<file path="src/rtl/instr_fetch_dispatch.sv">
// Issue side of the execution-FSM protocol: fetches 16-bit words at PC, presents them on ir_out,
// applies pc_inc pulses, waits for done and retires, driving a NOP word between instructions.
module instr_fetch_dispatch #(
  parameter int unsigned ADDR_W       = 8,
  parameter logic [15:0] OPC_MASK     = 16'h00FF,
  parameter logic [3:0]  HALT_OPC     = 4'hF,
  parameter logic [3:0]  NOP_OPC      = 4'hE,
  parameter int unsigned DONE_TIMEOUT = 15
) (
  input  logic              clk,
  input  logic              rst,
  input  logic              run,
  output logic              mem_rd,
  output logic [ADDR_W-1:0] mem_addr,
  input  logic [15:0]       mem_rdata,
  input  logic              mem_rvalid,
  output logic [15:0]       ir_out,
  output logic              ir_valid,
  input  logic              pc_inc_req,
  input  logic              exec_done,
  output logic [ADDR_W-1:0] pc,
  output logic [15:0]       retired_cnt,
  output logic              halted,
  output logic              illegal_op,
  output logic              timeout_err
);

  localparam int unsigned WD_W    = 8;
  localparam logic [15:0] NOP_WORD = {NOP_OPC, 12'h000};
  localparam logic [WD_W-1:0] WD_LAST = WD_W'(DONE_TIMEOUT - 1);

  typedef enum logic [2:0] {
    S_IDLE, S_FETCH, S_WAIT, S_DECODE, S_EXEC, S_RETIRE, S_HALT, S_ERROR
  } state_t;

  state_t            state_q, state_d;
  logic [ADDR_W-1:0] pc_q, pc_d;
  logic [15:0]       ir_q, ir_d;
  logic [WD_W-1:0]   wd_q, wd_d;
  logic [15:0]       retired_q, retired_d;
  logic [15:0]       ir_out_q, ir_out_d;
  logic              ir_valid_q, ir_valid_d;
  logic              mem_rd_q, mem_rd_d;
  logic [ADDR_W-1:0] mem_addr_q, mem_addr_d;
  logic              halted_q, halted_d;
  logic              illegal_q, illegal_d;
  logic              timeout_q, timeout_d;
  logic [3:0]        opcode;

  assign opcode = ir_q[15:12];

  // Next-state and next-output logic; outputs are derived from the next state so that
  // each registered output lines up with the state it belongs to.
  always_comb begin
    state_d    = state_q;
    pc_d       = pc_q;
    ir_d       = ir_q;
    wd_d       = wd_q;
    retired_d  = retired_q;
    mem_addr_d = mem_addr_q;
    halted_d   = halted_q;
    illegal_d  = illegal_q;
    timeout_d  = timeout_q;

    case (state_q)
      S_IDLE: begin
        if (run) state_d = S_FETCH;
      end
      S_FETCH: begin
        state_d = S_WAIT;
      end
      S_WAIT: begin
        if (mem_rvalid) begin
          ir_d    = mem_rdata;
          state_d = S_DECODE;
        end
      end
      S_DECODE: begin
        if (opcode == HALT_OPC) begin
          state_d  = S_HALT;
          halted_d = 1'b1;
        end else if (!OPC_MASK[opcode]) begin
          state_d   = S_ERROR;
          illegal_d = 1'b1;
        end else begin
          state_d = S_EXEC;
          wd_d    = '0;
        end
      end
      S_EXEC: begin
        if (pc_inc_req) pc_d = pc_q + ADDR_W'(1);
        // done takes priority over a watchdog expiry in the same cycle
        if (exec_done) begin
          state_d = S_RETIRE;
        end else if (wd_q == WD_LAST) begin
          state_d   = S_ERROR;
          timeout_d = 1'b1;
        end else begin
          wd_d = wd_q + WD_W'(1);
        end
      end
      S_RETIRE: begin
        if (pc_inc_req) pc_d = pc_q + ADDR_W'(1);
        state_d = run ? S_FETCH : S_IDLE;
      end
      S_HALT, S_ERROR: begin
        state_d = state_q;
      end
      default: begin
        state_d = S_IDLE;
      end
    endcase

    mem_rd_d   = (state_d == S_FETCH);
    if (mem_rd_d) mem_addr_d = pc_d;
    ir_valid_d = (state_d == S_EXEC);
    ir_out_d   = ir_valid_d ? ir_d : NOP_WORD;
    if (state_q == S_EXEC && state_d == S_RETIRE) retired_d = retired_q + 16'd1;
  end

  always_ff @(posedge clk or posedge rst) begin
    if (rst) begin
      state_q    <= S_IDLE;
      pc_q       <= '0;
      ir_q       <= NOP_WORD;
      wd_q       <= '0;
      retired_q  <= '0;
      ir_out_q   <= NOP_WORD;
      ir_valid_q <= 1'b0;
      mem_rd_q   <= 1'b0;
      mem_addr_q <= '0;
      halted_q   <= 1'b0;
      illegal_q  <= 1'b0;
      timeout_q  <= 1'b0;
    end else begin
      state_q    <= state_d;
      pc_q       <= pc_d;
      ir_q       <= ir_d;
      wd_q       <= wd_d;
      retired_q  <= retired_d;
      ir_out_q   <= ir_out_d;
      ir_valid_q <= ir_valid_d;
      mem_rd_q   <= mem_rd_d;
      mem_addr_q <= mem_addr_d;
      halted_q   <= halted_d;
      illegal_q  <= illegal_d;
      timeout_q  <= timeout_d;
    end
  end

  assign mem_rd      = mem_rd_q;
  assign mem_addr    = mem_addr_q;
  assign ir_out      = ir_out_q;
  assign ir_valid    = ir_valid_q;
  assign pc          = pc_q;
  assign retired_cnt = retired_q;
  assign halted      = halted_q;
  assign illegal_op  = illegal_q;
  assign timeout_err = timeout_q;

endmodule

</file>
<file path="config.mk">
export PLATFORM = sky130hd
export DESIGN_NAME = instr_fetch_dispatch
export DESIGN_NICKNAME = d
export VERILOG_FILES = /design/src/rtl/instr_fetch_dispatch.sv
export SDC_FILE = /design/constraint.sdc
export NUM_CORES = 1
export LEC_CHECK = 0
export CORE_MARGIN = 2
export CORE_UTILIZATION = 45
export CTS_CLUSTER_SIZE = 28
export DETAILED_ROUTE_END_ITERATION = 12
export HOLD_SLACK_MARGIN = 0.1
export PLACE_DENSITY = 0.75
export REMOVE_ABC_BUFFERS = 1
export SLEW_MARGIN = 0
export SYNTH_ARGS = -nofsm -noshare
export SYNTH_HDL_FRONTEND = slang
export SYNTH_SLANG_ARGS = --single-unit
</file>
<file path="constraint.sdc">
create_clock -name clk -period 2.75 [get_ports clk]
set_clock_uncertainty 0.2 [all_clocks]
set_input_delay 0.55 -clock clk [delete_from_list [all_inputs] [get_ports clk]]
set_output_delay 0.55 -clock clk [all_outputs]
set_load 0.02 [all_outputs]
</file>
Fig. 1: routed clock nets over the placement
Scale bar: 20 um.
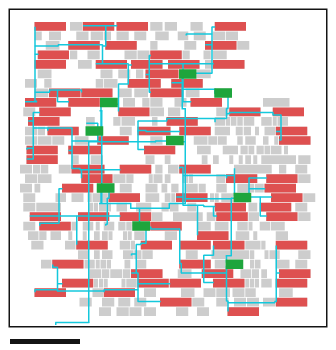
[flip-flops] red | count: 80
[clock wires] cyan | length: 944 um
[cells driving clock nets] green | count: 9
flops lie: widely spread

Fig. 2: M3 wires
Scale bar: 20 um.
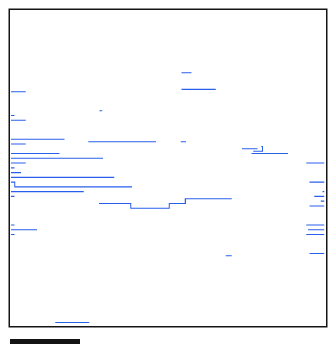
wire length on this layer: 306 um
share of all routed wire: 4.8%
WL final: 6379 um
Global Route met3 Usage: 0.04758

==> results_slide.txt <==
Implementation Results

Setup path
  • Crit path from: ir_out[13]$_DFF_PP1_
  • FF-to-FF Start: state_q[1]$_DFF_PP0_
  • Slowest Stage Delay on Critical Path: 0.61 ns
  • CP max-delay cell: clkdlybuf4s50_1
  • Critical Path End: ir_out[13]
  • Crit path DRT: 2.00 ns
  • Critical path startpoint category: flip-flop

Routing
  • Routed length on met3: 305 um
  • Initial DRC Count: roughly 110
  • Routed length on met1: 2807 um

Final timing
  • Setup TNS: 0 ns
  • Fmax achieved: 447.4 MHz
  • Least-Margin Pin Slew: 0.5594 ns
  • Unrepaired setup endpoints after global routing: no

Place
  • Hpwl dp: 4416 um
  • Port Buffers: 74

Clock tree
  • Post-CTS setup buffers: 0
  • CTS Buf Count: 9
  • Clock buffer depth: 2
  • Clock Tree Root: clkbuf_8
  • CTS tree: done
  • Clk_lat worst skew: ~0.35 ns
  • Post-CTS Resized: 0
  • CTS H-tree depth: 3

Floorplan
  • FP Util: 0.4627
  • Cell row count: 31
  • Top Ports: 75
  • Die Y: about 90 um

Global routing
  • Antenna violations before repair: 0

Logic synthesis
  • Cell area leaders: dfrtp_1 55%, mux2_2 9.1%, dfstp_2 4.7%
  • Number of synthesis warnings: 0
  • Post-synthesis average cell area: roughly 13 um^2
  • Post-Synth XOR/XNOR Area: 0.07047
  • Adder-cell share of the synthesized area: 0.01491

Min path
  • Hold path startpoint: illegal_op$_DFFE_PP0P_

Flow run
  • Log Warnings: 26
  • Maxcap violations: 0

Finish
  • Most instantiated logic cells after routing: 74 x dfrtp_1, 74 x clkdlybuf4s50_1, 27 x mux2_2, 19 x nand2_1, 17 x xor2_1
  • P&R area growth vs syn: 32.81%
  • Flop area: 2009 um^2

Outcome
  • Status: finished, final reports clean
Fig. 3: placed standard cells
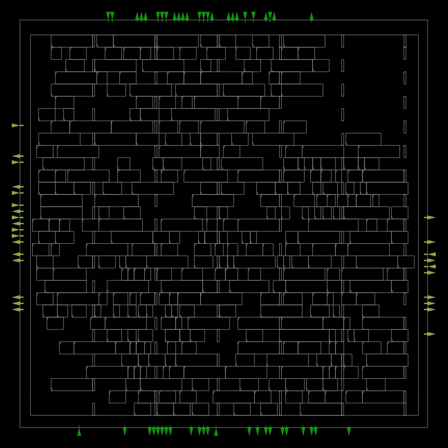
Seq cells: 80
register share of the cell area: 0.4509
fin util: 0.6145
Filler cells: 618

metal layers:
metal,vias to the layer above,GRT usage
li1,1067,-
met1,1101,0.2135
met2,45,0.2688
met3,8,0.04758
met4,0,0.07692
met5,-,0
sequential cells by signal, summed over array words and instances (netlist names):
register     flops
ir_out          16
ir_q            16
retired_cnt     16
mem_addr         8
pc               8
wd_q             8
state_q          3
halted           1
illegal_op       1
ir_valid         1
mem_rd           1
timeout_err      1
where the power goes:
part / internal [uW] / switching, uW
sequential: 1520 / 243
clock: 520 / 447
combinational: 685 / 617
cell type report:
class	count	share of cell area
tap	99	0.02779
clock inverter	7	0.02302
sequential	80	0.4509
clock buffer	9	0.02779
inverter	7	0.006176
timing repair buffer	79	0.1774
multi-input combinational	169	0.2869
No activity file was given, so power comes from the tool's default toggle rates.
